Fig. 1: run 1, close-up of the layout
Region (60, 60) to (85, 85) um. Cells in gray, sequential cells in the stronger gray; small squares are vias.
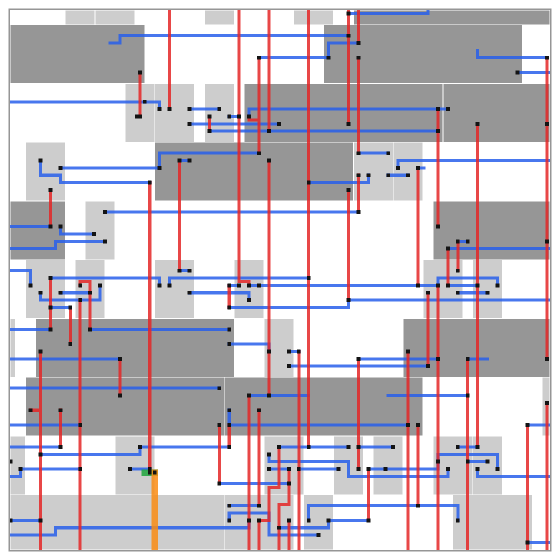
Fig. 2: run 1, where the registers sit
Scale: 4 px per um. Other sequential cells in the stronger gray, the rest of the logic in the fainter gray.
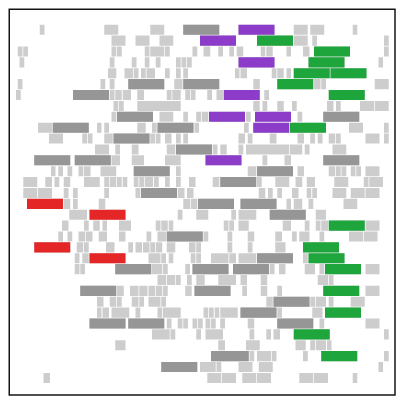
Fig. 3: run 1, routing congestion
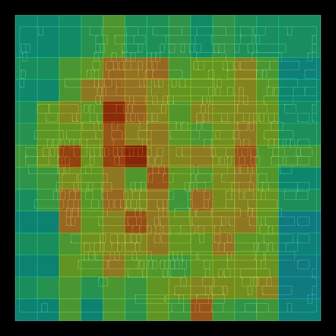
Fig. 4: run 1, gate families picked out
Scale: 3 px per um.
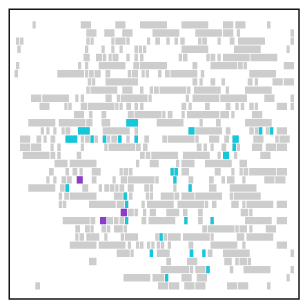
==> src/rtl/wishbone_spi_controller.sv <==
// Wishbone-slave SPI master (mode 0, MSB first, 8-bit frames).
// Three registers: DATA (tx load / rx byte), STATUS (busy, rx_valid) and
// CTRL (software chip select, SCK half-period divider). Chip select is
// purely software driven. A transfer takes 16*(div+1) clocks.
module wishbone_spi_controller #(
   parameter logic [7:0] DIV_RST = 8'd4
) (
   input  logic        clk_i,
   input  logic        rst_n_i,
   input  logic        wb_cyc_i,
   input  logic        wb_stb_i,
   input  logic        wb_we_i,
   input  logic [3:0]  wb_sel_i,
   input  logic [1:0]  wb_adr_i,
   input  logic [31:0] wb_dat_i,
   output logic        wb_ack_o,
   output logic [31:0] wb_dat_o,
   input  logic        spi_miso_i,
   output logic        spi_mosi_o,
   output logic        spi_sck_o,
   output logic        spi_cs_o
);

   typedef enum logic [1:0] {
      IDLE  = 2'd0,
      SHIFT = 2'd1,
      DONE  = 2'd2
   } state_t;

   localparam logic [1:0] ADR_DATA   = 2'd0;
   localparam logic [1:0] ADR_STATUS = 2'd1;
   localparam logic [1:0] ADR_CTRL   = 2'd2;

   state_t      state;
   logic        served;
   logic        busy;
   logic        rx_valid;
   logic [7:0]  rx_byte;
   logic        cs_en;
   logic [7:0]  div;
   logic [7:0]  sreg;
   logic        miso_q;
   logic [7:0]  cnt;
   logic [3:0]  tog;
   logic [31:0] rdata;

   logic req;
   logic acc;
   logic data_rd;
   logic data_wr;
   logic start;
   logic ctrl_wr;
   logic half_done;

   // Upper write-data bits and upper byte lanes have no register behind them.
   logic unused_bits;
   assign unused_bits = ^{wb_dat_i[31:16], wb_sel_i[3:2]};

   assign req = wb_cyc_i & wb_stb_i;
   // Accept only the first cycle of a strobe; "served" blocks a repeat ack
   // while the master keeps stb high past the ack cycle.
   assign acc     = req & ~wb_ack_o & ~served;
   assign data_rd = acc & ~wb_we_i & (wb_adr_i == ADR_DATA);
   assign data_wr = acc & wb_we_i & (wb_adr_i == ADR_DATA) & wb_sel_i[0];
   assign start   = data_wr & ~busy;
   assign ctrl_wr = acc & wb_we_i & (wb_adr_i == ADR_CTRL);

   // Compare with >= so lowering div mid-transfer below the running count
   // toggles on the next cycle instead of wrapping the counter.
   assign half_done = (cnt >= div);

   assign spi_cs_o = ~cs_en;

   // Read data mux, zero-extended.
   always_comb begin
      rdata = 32'd0;
      case (wb_adr_i)
         ADR_DATA:   rdata = {24'd0, rx_byte};
         ADR_STATUS: rdata = {30'd0, rx_valid, busy};
         ADR_CTRL:   rdata = {16'd0, div, 7'd0, cs_en};
         default:    rdata = 32'd0;
      endcase
   end

   // Bus side: single-cycle ack, registered read data, CTRL register.
   always_ff @(posedge clk_i or negedge rst_n_i) begin
      if (!rst_n_i) begin
         wb_ack_o <= 1'b0;
         served   <= 1'b0;
         wb_dat_o <= 32'd0;
         cs_en    <= 1'b0;
         div      <= DIV_RST;
      end else begin
         wb_ack_o <= acc;
         served   <= req & (served | wb_ack_o);
         if (acc) begin
            wb_dat_o <= rdata;
         end
         if (ctrl_wr) begin
            if (wb_sel_i[0]) cs_en <= wb_dat_i[0];
            if (wb_sel_i[1]) div   <= wb_dat_i[15:8];
         end
      end
   end

   // Transfer FSM: SCK generation, shift register, rx capture and status.
   always_ff @(posedge clk_i or negedge rst_n_i) begin
      if (!rst_n_i) begin
         state      <= IDLE;
         busy       <= 1'b0;
         rx_valid   <= 1'b0;
         rx_byte    <= 8'd0;
         sreg       <= 8'd0;
         miso_q     <= 1'b0;
         cnt        <= 8'd0;
         tog        <= 4'd0;
         spi_sck_o  <= 1'b0;
         spi_mosi_o <= 1'b0;
      end else begin
         // A DATA read clears rx_valid; a coincident DONE below overrides it.
         if (data_rd) rx_valid <= 1'b0;
         case (state)
            IDLE: begin
               spi_sck_o <= 1'b0;
               if (start) begin
                  sreg       <= wb_dat_i[7:0];
                  spi_mosi_o <= wb_dat_i[7];
                  cnt        <= 8'd0;
                  tog        <= 4'd0;
                  busy       <= 1'b1;
                  state      <= SHIFT;
               end
            end
            SHIFT: begin
               if (half_done) begin
                  cnt       <= 8'd0;
                  spi_sck_o <= ~spi_sck_o;
                  tog       <= tog + 4'd1;
                  if (!spi_sck_o) begin
                     // Rising edge: hold the sample until the falling edge so
                     // the untransmitted LSB of sreg is not overwritten.
                     miso_q <= spi_miso_i;
                  end else begin
                     sreg <= {sreg[6:0], miso_q};
                     if (tog == 4'd15) begin
                        // Last falling edge: MOSI keeps bit 0 into IDLE.
                        state <= DONE;
                     end else begin
                        spi_mosi_o <= sreg[6];
                     end
                  end
               end else begin
                  cnt <= cnt + 8'd1;
               end
            end
            DONE: begin
               rx_byte  <= sreg;
               rx_valid <= 1'b1;
               busy     <= 1'b0;
               state    <= IDLE;
            end
            default: state <= IDLE;
         endcase
      end
   end

endmodule

==> config.mk <==
export PLATFORM = sky130hd
export DESIGN_NAME = wishbone_spi_controller
export DESIGN_NICKNAME = d
export VERILOG_FILES = /design/src/rtl/wishbone_spi_controller.sv
export SDC_FILE = /design/constraint.sdc
export NUM_CORES = 1
export LEC_CHECK = 0
export ABC_AREA = 1
export CAP_MARGIN = 40
export CORE_UTILIZATION = 35
export CTS_BUF_LIST = sky130_fd_sc_hd__clkbuf_2
export DETAILED_ROUTE_END_ITERATION = 16
export PLACE_DENSITY_LB_ADDON = 0.15
export SYNTH_ARGS = -nofsm -noshare
export SYNTH_HDL_FRONTEND = slang
export SYNTH_SLANG_ARGS = --single-unit
==> constraint.sdc <==
create_clock -name clk_i -period 4 [get_ports clk_i]
set_clock_uncertainty 0.2 [all_clocks]
set_input_delay 0.8 -clock clk_i [delete_from_list [all_inputs] [get_ports clk_i]]
set_output_delay 0.8 -clock clk_i [all_outputs]
set_load 0.05 [all_outputs]
==> ci_impl_report.md, run 1 <==
## Synthesis and layout report

| Metric | Value |
|---|---|
| Mean number of vias per cell | `4.65` |
| Wire length per cell after detailed routing | `12.2 um` |
| Commonest non-fill, non-tap cells in the layout | `106 x sky130_fd_sc_hd__nand2_1, 61 x sky130_fd_sc_hd__dfrtp_1, 44 x sky130_fd_sc_hd__clkdlybuf4s50_1` |
| Switching Fraction | `0.323` |
| Launch point of the critical path | `spi_sck_o$_DFFE_PN0P_` |
| Critical register-to-register path endpoint | `sreg[0]$_DFFE_PN0P_` |
| Signal arrival time at the worst endpoint | `1.79 ns` |
| Final worst slack | `1.21 ns` |
| Number of hold buffers added after CTS | `0` |
| Clock network fraction of design power | `0.321` |
| Total number of nets in the final design | `472` |
| DIE AREA | `9230 um2` |
| Starting utilization of the core area | `0.369` |
| Via count of the first global-routing pass | `2259` |
| CTS tree | `yes` |
| Power density over the cells | `381 nW/um2` |
| Launch instance of the worst register-to-register path | `div[2]$_DFFE_PN1P_` |
| Final ANT Viol Nets | `0` |
| Filler cell count | `876` |
| Synth Seq Share | `0.501` |
| Area Overhead vs Synth | `20.4%` |
| Number of design-rule violations left by the first detailed-router iteration | `76` |
| Cell total in the yosys stat output | `368` |
| Final estimated routing congestion in global placement | `0.743` |
| Quantity of gates resized following cts | `0` |
| Number of remaining DRC errors | `0` |
| Netlist Area Pre-Place | `3100 um2` |
| Hpwl dp | `4610 um` |
| Power dissipated by switching net loads | `459 uW` |
| Deepest level of the CTS H-tree | `3` |
| Ys Warns | `0` |
| Final Max-Slew Violation Tally | `0` |
| Fin. Hold Viols | `0` |
| Power after layout | `1420 uW` |
| Cell-internal power | `962 uW` |
| Worst IR drop on VDD | `0.124 mV` |
| Maximum number of buffers from clock root to sink | `2` |
| Type of the most critical hold path | `input port to async pin` |
| Maximum number of pins on one net before global-route repair | `39` |
| Required time at the worst-slack endpoint | `3.00 ns` |
| Tally of unique sky130hd cells used after synthesis | `29` |
| Timing-limited maximum frequency | `0.359 GHz` |
| Height of the chip | `96.1 um` |
| Crit path depth | `1` |
| Die W | `96.1 um` |
| Share of layout cells above drive strength 1 | `0.0946` |
| Startpoint type of the worst setup path | `register` |
| Wire length of the first global-routing pass | `11000 um` |
| Clock-pin slew on the worst setup and hold paths | `0.19 ns` |
| Number of placed cells counting well taps | `512` |
| Sequential share of power | `0.475` |
| Utilization after layout | `0.445` |
| Post-synthesis register bit count | `62` |
| Final design instance area without fill | `3730 um2` |
| Combinational share of power | `0.203` |
| I/O Pins | `80` |
| Master of the slowest instance on the critical path | `sky130_fd_sc_hd__clkdlybuf4s50_1` |
| Initial antenna violation count | `0` |
| Number of buffers created by CTS | `9` |
| Last element of the critical path | `spi_sck_o` |
| CTS root buffer | `sky130_fd_sc_hd__clkbuf_2` |
| Critical path fanouts, max | `3` |
| RSZ-0062 raised after global routing | `false` |
| Clk Latency, worst-skew pair | `0.50 ns` |
| Number of failing setup endpoints in the final timing report | `0` |
| Critical-path cell list | `clkdlybuf4s50_1` |
| Buffer and inverter count on the worst path | `1` |
| Relative slew slack | `0.533` |
| Element type at the critical path end | `output port` |
| Status | `completed` |
| Total number of placement rows | `33` |
| Transition time of the tightest slew-check pin | `0.697 ns` |
| Number of maximum-capacitance violations | `0` |
| Largest incremental delay on the critical path | `0.83 ns` |
| Setup repair bufs after CTS | `0` |
| Summed standard-cell area reported by yosys | `3100 um2` |
| Family with the most delay on the worst path | `buffers and inverters` |
## Picture notes: Fig. 1
Key: red = met2; orange = met4; green = met3; blue = met1
Netlist names of flops here include `wb_dat_o` (6), `rx_byte` (3). Sequential cells in the window: 10. Most frequent: nand2_1 (10), dfrtp_1 (10), o21ai_0 (6). 35 logic cells have their middle in the window.

## Picture notes: Fig. 2
Key: purple = `rx_byte` [placed flops 8]; green = `wb_dat_o` [placed flops 16]; red = `tog` [placed flops 4, where left middle]

## Picture notes: Fig. 3
met3 demand-to-capacity share in global routing: 0.0395
global router's overall resource usage: 0.158
grt peak-use layer: met2

## Picture notes: Fig. 4
Key: cyan = NOR gates [cells 29]; purple = AND and OR gates [cells 3]

run 1: synthesized netlist by cell type:
cell / n / share of area
sky130_fd_sc_hd__nand2_1: 106 / 0.13
sky130_fd_sc_hd__dfrtp_1: 61 / 0.49
sky130_fd_sc_hd__inv_1: 35 / 0.042
sky130_fd_sc_hd__o21ai_0: 29 / 0.047
sky130_fd_sc_hd__nor2_1: 23 / 0.028
sky130_fd_sc_hd__nand3_1: 21 / 0.034
sky130_fd_sc_hd__buf_4: 16 / 0.039
sky130_fd_sc_hd__nand4_1: 14 / 0.028
sky130_fd_sc_hd__a21oi_1: 11 / 0.018
sky130_fd_sc_hd__ha_1: 10 / 0.040
sky130_fd_sc_hd__o31ai_1: 7 / 0.017
sky130_fd_sc_hd__buf_2: 4 / 0.0065
sky130_fd_sc_hd__inv_2: 3 / 0.0036
sky130_fd_sc_hd__nand2_2: 3 / 0.0061
sky130_fd_sc_hd__nand3_2: 3 / 0.0097
sky130_fd_sc_hd__nor2_2: 3 / 0.0061
sky130_fd_sc_hd__nor2_4: 3 / 0.011
sky130_fd_sc_hd__or2_2: 3 / 0.0061
sky130_fd_sc_hd__clkbuf_1: 2 / 0.0024
sky130_fd_sc_hd__xor2_1: 2 / 0.0057
sky130_fd_sc_hd__a21o_1: 1 / 0.0024
sky130_fd_sc_hd__buf_6: 1 / 0.0036
sky130_fd_sc_hd__conb_1: 1 / 0.0012
sky130_fd_sc_hd__dfstp_2: 1 / 0.0085
sky130_fd_sc_hd__inv_4: 1 / 0.0020
sky130_fd_sc_hd__mux2_2: 1 / 0.0036
sky130_fd_sc_hd__o21ai_1: 1 / 0.0016
sky130_fd_sc_hd__o21bai_1: 1 / 0.0024
sky130_fd_sc_hd__o221ai_1: 1 / 0.0028
run 1: metal layers:
metal	up-vias	global-route usage	wire length (um)
met4	0	0.0672	92
met5	-	0	0
li1	1275	-	-
met1	1114	0.222	3250
met3	8	0.0395	314
met2	59	0.229	2760
run 1: power by group through the flow:
stage	clock network, uW	logic, uW	registers, uW
floorplan	0	154	734
global placement	0	290	686
detailed placement	0	292	688
CTS	476	294	676
global route	499	322	680
finish	457	289	675
run 1: sequential cells by signal, summed over array words and instances (netlist names), 2 cells and up:
name,cells
state,2
wb_dat_o,16
div,8
tog,4
cnt,8
rx_byte,8
sreg,8
run 1: logic make-up (layout without fill, tap and decap cells):
| kind of cell | Yosys count | count (layout) | share of synthesized area |
|---|---|---|---|
| AOI/OAI and AO/OA | 51 | 51 | 0.0909 |
| xor gates and xnor gates | 2 | 2 | 0.00566 |
| adders and majority gates | 10 | 10 | 0.0404 |
| buffers and inverters | 62 | 102 | 0.0994 |
| DFF | 62 | 62 | 0.501 |
| muxes | 1 | 1 | 0.00364 |
| other | 1 | 16 | 0.00121 |
| and+or+nand+nor | 179 | 179 | 0.257 |
run 1: area by class of cell:
cell class | count | area (um2) | share of cell area
well taps | 105 | 131 | 0.0352
inverters | 39 | 149 | 0.0399
clock inverters | 7 | 98.8 | 0.0265
multi-input cells | 259 | 1290 | 0.347
clock buffers | 9 | 45.0 | 0.0121
flip-flops and latches | 62 | 1550 | 0.416
repair buffers | 47 | 460 | 0.123
Fig. 5: run 1, met1 routing
Scale: 3 px per um.
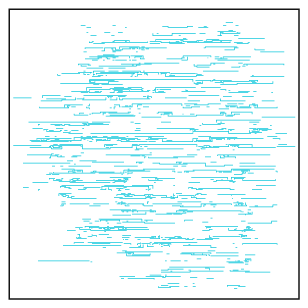

## Run 2: what changed since run 1
clock period = 2.6 ns   (was 4 ns; I/O delays follow)
Fig. 6: run 2, met1 routing
Scale: 3 px per um.
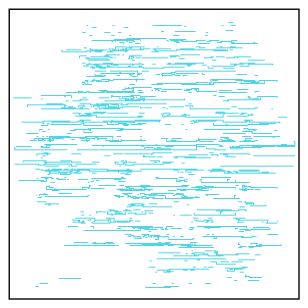
The wires run mostly horizontal. 401 nets have wire on it.
post-detailed-routing wire length: 6450 um
total vias in the final route: 2481
met1 Usage GRT: 0.216

Fig. 7: run 2, gate families picked out
Scale: 3 px per um.
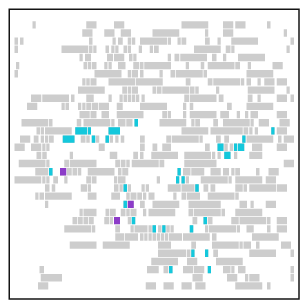
Key: purple = AND and OR gates [cells 3]; cyan = NOR gates [cells 29]
count of non-filler cells in the finished layout: 532
fraction of area in multi-input gates: 0.340
Commonest Layout Cell: sky130_fd_sc_hd__nand2_1

==> ci_impl_report.md, run 2 <==
## Synthesis and layout report

| Metric | Value |
|---|---|
| Crit path depth | `1 (unchanged)` |
| CTS tree | `yes (unchanged)` |
| Hpwl dp | `4550 um (was 4610 um)` |
| Cell types with the largest area share after synthesis | `sky130_fd_sc_hd__dfrtp_1 49%, sky130_fd_sc_hd__nand2_1 13%, sky130_fd_sc_hd__o21ai_0 4.7%, sky130_fd_sc_hd__inv_1 4.2%, sky130_fd_sc_hd__ha_1 4.0% (unchanged)` |
| Final Max-Slew Violation Tally | `0 (unchanged)` |
| Starting utilization of the core area | `0.369 (unchanged)` |
| I/O Pins | `80 (unchanged)` |
| Maximum number of pins on one net before global-route repair | `63 (was 39)` |
| Cell total in the yosys stat output | `368 (unchanged)` |
| Worst IR drop on VDD | `0.202 mV (was 0.124 mV)` |
| Top_reg_cell synth | `sky130_fd_sc_hd__dfrtp_1 (unchanged)` |
| CTS root buffer | `sky130_fd_sc_hd__clkbuf_2 (unchanged)` |
| Fin. Hold Viols | `0 (unchanged)` |
| Total number of placement rows | `33 (unchanged)` |
| Wire length per cell after detailed routing | `12.1 um (was 12.2 um)` |
| Launch instance of the worst register-to-register path | `div[2]$_DFFE_PN1P_ (unchanged)` |
| RSZ-0062 raised after global routing | `false (unchanged)` |
| Largest incremental delay on the critical path | `0.83 ns (about the same)` |
| Tally of unique sky130hd cells used after synthesis | `29 (unchanged)` |
| Static Leakage | `0.00184 uW (was 0.00181 uW)` |
| Post-synth top area cell | `sky130_fd_sc_hd__dfrtp_1 (unchanged)` |
| Via count of the first global-routing pass | `2369 (was 2259)` |
| Flip-flops with a built-in enable | `0 (unchanged)` |
| Final design instance area without fill | `3800 um2 (was 3730 um2)` |
| Netlist Area Pre-Place | `3100 um2 (unchanged)` |
| Final ANT Viol Nets | `0 (unchanged)` |
| Clk Latency, worst-skew pair | `0.52 ns (was 0.50 ns)` |
| Timing-limited maximum frequency | `0.394 GHz` |
| Status | `completed (unchanged)` |
| Die W | `96.1 um (unchanged)` |
| Buffer and inverter count on the worst path | `1 (unchanged)` |
| Share of layout cells above drive strength 1 | `0.101 (was 0.0946)` |
| DIE AREA | `9230 um2 (unchanged)` |
| Number of buffers created by CTS | `9 (unchanged)` |
| Post-synth top area share | `0.493 (unchanged)` |
| Synth Seq Share | `0.501 (unchanged)` |
| Type of the most critical hold path | `register to register (was input port to async pin)` |
| Final estimated routing congestion in global placement | `0.773 (was 0.743)` |
| Critical path fanouts, max | `3 (unchanged)` |
| Signal arrival time at the worst endpoint | `1.82 ns (was 1.79 ns)` |
| Global router's overall resource usage | `0.161 (was 0.158)` |
| Yosys top cell by instances | `sky130_fd_sc_hd__nand2_1 (unchanged)` |
| Ys Warns | `0 (unchanged)` |
| Element type at the critical path end | `output port (unchanged)` |
| Largest register FFs | `16 (unchanged)` |
| Required time at the worst-slack endpoint | `1.88 ns (was 3.00 ns)` |
| Summed standard-cell area reported by yosys | `3100 um2 (unchanged)` |
| Post-synthesis register bit count | `62 (unchanged)` |
| Number of failing setup endpoints in the final timing report | `0 (unchanged)` |
| Initial antenna violation count | `0 (unchanged)` |
| Deepest level of the CTS H-tree | `3 (unchanged)` |
| Top cells by count, synth | `106 x sky130_fd_sc_hd__nand2_1, 61 x sky130_fd_sc_hd__dfrtp_1, 35 x sky130_fd_sc_hd__inv_1, 29 x sky130_fd_sc_hd__o21ai_0, 23 x sky130_fd_sc_hd__nor2_1 (unchanged)` |
| Wire length of the first global-routing pass | `11000 um (about the same)` |
| Number of maximum-capacitance violations | `0 (unchanged)` |
| Mean number of vias per cell | `4.66 (was 4.65)` |
| Critical register-to-register path endpoint | `sreg[3]$_DFFE_PN0P_ (was sreg[0]$_DFFE_PN0P_)` |
| Transition time of the tightest slew-check pin | `0.693 ns (was 0.697 ns)` |
[run 2: cell counts after synthesis]
Identical to the previous run, type by type.
[run 2: worst max path at each step]
| stage | from | endpoint | slack (ns) |
|---|---|---|---|
| 3_3_place_gp | wb_adr_i[0] | sreg[5]$_DFFE_PN0P_ | 0.18 |
| 2_1_floorplan | div[2]$_DFFE_PN1P_ | sreg[0]$_DFFE_PN0P_ | 0.68 |
| 6_report | spi_sck_o$_DFFE_PN0P_ | spi_sck_o | 0.06 |
| 3_5_place_dp | wb_adr_i[0] | sreg[3]$_DFFE_PN0P_ | 0.14 |
| 4_1_cts | cs_en$_DFFE_PN0P_ | spi_cs_o | 0.02 |
| 5_1_grt | spi_sck_o$_DFFE_PN0P_ | spi_sck_o | 0.006 |
[run 2: metal layers]
metal / global-route usage / share of wire / vias up
met1: 0.216 / 0.51 / 1140
met5: 0 / 0 / -
met2: 0.242 / 0.43 / 59
met3: 0.0434 / 0.046 / 11
li1: - / - / 1271
met4: 0.0746 / 0.019 / 0
[run 2: power by group]
group / switching (uW) / total (uW) / internal (uW) / leakage (uW)
combinational: 302 / 448 / 146 / 0.000982
clock: 402 / 819 / 416 / 0.0000883
sequential: 20.9 / 1040 / 1020 / 0.000770
total: 726 / 2300 / 1580 / 0.00184
[run 2: stage by stage]
stage | std cells | setup slack [ns] | utilization | power [uW] | hold slack, ns
after floorplan | 383 | 0.679 | - | 1370 | 0.0244
after global placement | 515 | 0.183 | 0.432 | 1500 | 0.256
after detailed placement | 515 | 0.143 | 0.432 | 1510 | 0.259
after CTS | 532 | 0.0242 | 0.453 | 2330 | 0.273
after global routing | 532 | 0.00644 | 0.454 | 2420 | 0.284
final | 532 | 0.0612 | 0.454 | 2300 | 0.300
[run 2: kinds of logic (layout without fill, tap and decap cells)]
group           Yosys count  in the layout  synth area share
compound gates           51             51            0.0909
xor+xnor                  2              2           0.00566
fa+ha+maj                10             10            0.0404
buf+inv                  62            106            0.0994
flops                    62             62             0.501
mux                       1              1           0.00364
other cells               1             16           0.00121
simple gates            179            179             0.257
[run 2: cell type report]
cell class	count	area [um2]
Clock buffer	9	45.0
Sequential cell	62	1550
Tap cell	105	131
Fill cell	851	4580
Inverter	39	149
Timing Repair Buffer	51	508
Multi-Input combinational cell	259	1290
Clock inverter	7	123
[run 2: timing repair]
| item | 4_1_cts | 5_1_grt |
|---|---|---|
| endpoints found under the hold margin | 61 | 0 |
| endpoints found under the setup margin | 0 | 1 |
| buffers inserted | 0 | 0 |
| hold buffers | 1 | 0 |
| resized | 0 | 1 |
Fig. 8: run 2, close-up of the layout
Region (60, 60) to (85, 85) um. Cells in gray, sequential cells in the stronger gray; small squares are vias.
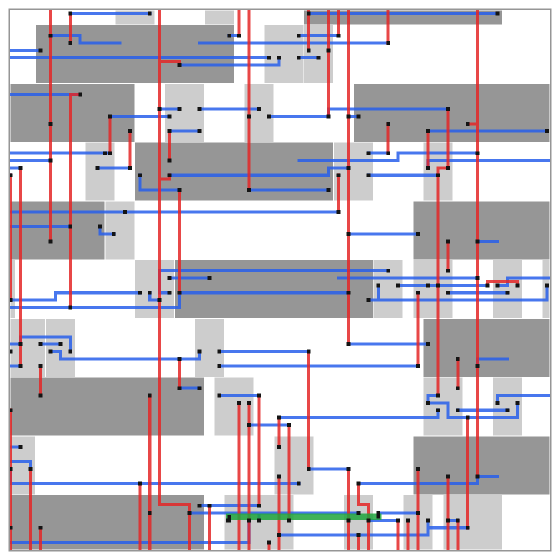

## Run 3: what changed since run 2
clock period = 2.4 ns   (was 2.6 ns; I/O delays follow)
Fig. 9: run 3, close-up of the layout
Region (60, 60) to (85, 85) um. Cells in gray, sequential cells in the stronger gray; small squares are vias.
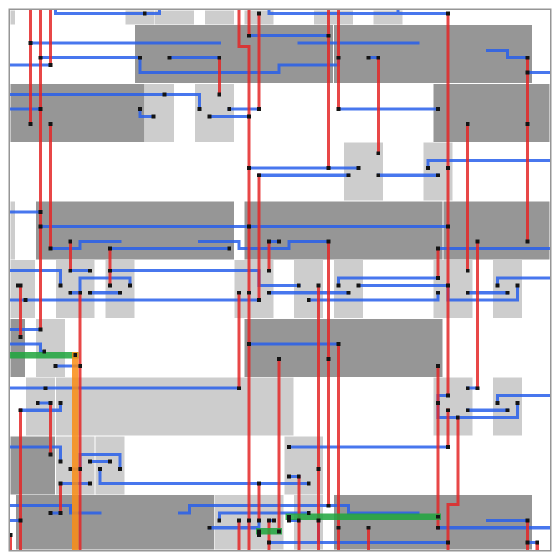
Key: orange = met4; green = met3; blue = met1; red = met2
Netlist names of flops here include `wb_dat_o` (6), `rx_byte` (3). 32 logic cells have their middle in the window. Sequential cells in the window: 10. Most frequent: dfrtp_1 (10), nand2_1 (8), o21ai_0 (7).

Fig. 10: run 3, where the registers sit
Scale: 4 px per um. Other sequential cells in the stronger gray, the rest of the logic in the fainter gray.
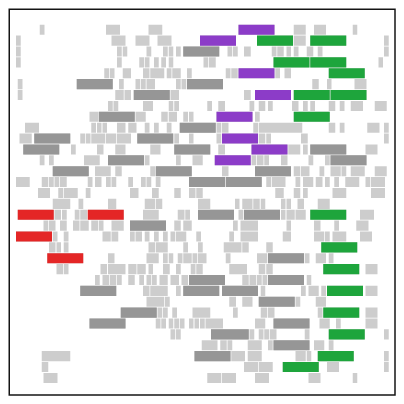
Key: red = `tog` [placed flops 4, where left middle]; purple = `rx_byte` [placed flops 8]; green = `wb_dat_o` [placed flops 16]

==> ci_impl_report.md, run 3 <==
## Synthesis and layout report

| Metric | Value |
|---|---|
| Status | `completed (unchanged)` |
| Die W | `96.1 um (unchanged)` |
| Critical register-to-register path endpoint | `tog[3]$_DFFE_PN0P_ (was sreg[3]$_DFFE_PN0P_)` |
| Yosys top cell by instances | `sky130_fd_sc_hd__nand2_1 (unchanged)` |
| Maximum number of buffers from clock root to sink | `2 (unchanged)` |
| Hpwl dp | `4570 um (was 4550 um)` |
| I/O Pins | `80 (unchanged)` |
| Summed standard-cell area reported by yosys | `3100 um2 (unchanged)` |
| Deepest level of the CTS H-tree | `3 (unchanged)` |
| Signal arrival time at the worst endpoint | `1.50 ns (was 1.82 ns)` |
| Post-synth top area share | `0.493 (unchanged)` |
| Global router's overall resource usage | `0.153 (was 0.161)` |
| Flip-flops with a built-in enable | `0 (unchanged)` |
| Total number of nets in the final design | `482 (was 476)` |
| Wire length on met2 | `2720 um (was 2750 um)` |
| Timing-limited maximum frequency | `0.459 GHz` |
| Final estimated routing congestion in global placement | `0.779 (was 0.773)` |
| Type of the most critical hold path | `input port to async pin (was register to register)` |
| Register ranked first by flip-flop count | `wb_dat_o (unchanged)` |
| Post-synth top area cell | `sky130_fd_sc_hd__dfrtp_1 (unchanged)` |
| Cell total in the yosys stat output | `368 (unchanged)` |
| Mean number of vias per cell | `4.57 (was 4.66)` |
| Top_reg_cell synth | `sky130_fd_sc_hd__dfrtp_1 (unchanged)` |
| Total routed wire length on the met1 layer | `3280 um (about the same)` |
| Met3 Wirelength | `293 um (was 299 um)` |
| Startpoint type of the worst setup path | `register (unchanged)` |
| Max layer used | `met4 (unchanged)` |
| Number of failing setup endpoints in the final timing report | `0 (unchanged)` |
| Number of maximum-capacitance violations | `0 (unchanged)` |
| Commonest non-fill, non-tap cells in the layout | `106 x sky130_fd_sc_hd__nand2_1, 61 x sky130_fd_sc_hd__dfrtp_1, 35 x sky130_fd_sc_hd__inv_1 (was 106 x sky130_fd_sc_hd__nand2_1, 61 x sky130_fd_sc_hd__dfrtp_1, 43 x sky130_fd_sc_hd__clkdlybuf4s50_1)` |
| Fraction of synthesis flops using an asynchronous set or reset pin | `1.00 (unchanged)` |
| RSZ-0062 raised after global routing | `false (unchanged)` |
| Static Leakage | `0.00192 uW (was 0.00184 uW)` |
| Final Max-Slew Violation Tally | `0 (unchanged)` |
| Number of remaining DRC errors | `0 (unchanged)` |
| DIE AREA | `9230 um2 (unchanged)` |
| CTS tree | `yes (unchanged)` |
| Number of design-rule violations left by the first detailed-router iteration | `65 (was 108)` |
| Wire length of the first global-routing pass | `10600 um (was 11000 um)` |
| Area Overhead vs Synth | `21.8% (was 22.7%)` |
| Required time at the worst-slack endpoint | `1.72 ns (was 1.88 ns)` |
-- run 3: through the flow --
stage,setup slack [ns],area (um2),instances,total power (uW)
after floorplan,0.479,3150,383,1480
after global placement,0.111,3670,521,1630
after detailed placement,0.106,3670,521,1640
after CTS,0.147,3770,538,2300
after global routing,0.00966,3770,538,2390
final,0.220,3770,538,2260
-- run 3: worst max-delay path by stage --
stage	from	end	slack [ns]
2_1_floorplan	div[2]$_DFFE_PN1P_	sreg[0]$_DFFE_PN0P_	0.48
3_3_place_gp	wb_adr_i[0]	sreg[5]$_DFFE_PN0P_	0.11
3_5_place_dp	wb_cyc_i	sreg[5]$_DFFE_PN0P_	0.11
4_1_cts	cs_en$_DFFE_PN0P_	spi_cs_o	0.15
5_1_grt	div[2]$_DFFE_PN1P_	tog[2]$_DFFE_PN0P_	0.01
6_report	cs_en$_DFFE_PN0P_	spi_cs_o	0.22
-- run 3: layout make-up --
cell class              instances  area [um2]
flip-flops and latches         62        1550
fillers                       847        4610
clock inverters                 7        75.1
multi-input cells             259        1290
repair buffers                 57         526
well taps                     105         131
clock buffers                   9        45.0
inverters                      39         149
-- run 3: power by group --
group          total, uW  switching [uW]  internal (uW)
clock network        669             429            241
logic                472             330            142
registers           1120            22.9           1100
total               2260             782           1480
-- run 3: kinds of logic after synthesis --
logic type                 synth area share
and+or+nand+nor                       0.257
other                               0.00121
adders and majority gates            0.0404
muxes                               0.00364
buffers and inverters                0.0994
AOI/OAI and AO/OA                    0.0909
xor gates and xnor gates            0.00566
DFF                                   0.501
-- run 3: critical path: stages, from the launching register on --
cell                            delay, ns
sky130_fd_sc_hd__dfrtp_1             0.42
sky130_fd_sc_hd__inv_1               0.06
sky130_fd_sc_hd__dlygate4sd2_1       0.53
-- run 3: metal layers --
layer | up-vias | global-route usage
li1 | 1286 | -
met1 | 1105 | 0.212
met2 | 60 | 0.223
met3 | 9 | 0.0371
met4 | 0 | 0.0746
met5 | - | 0
-- run 3: what timing repair did --
action | CTS | global route
hold endpoints to repair | 61 | 0
endpoints found under the setup margin | 20 | 0
hold buffers | 1 | 0
resized | 20 | 0
Power figures rest on the tool's default switching activity, not on a simulated workload.
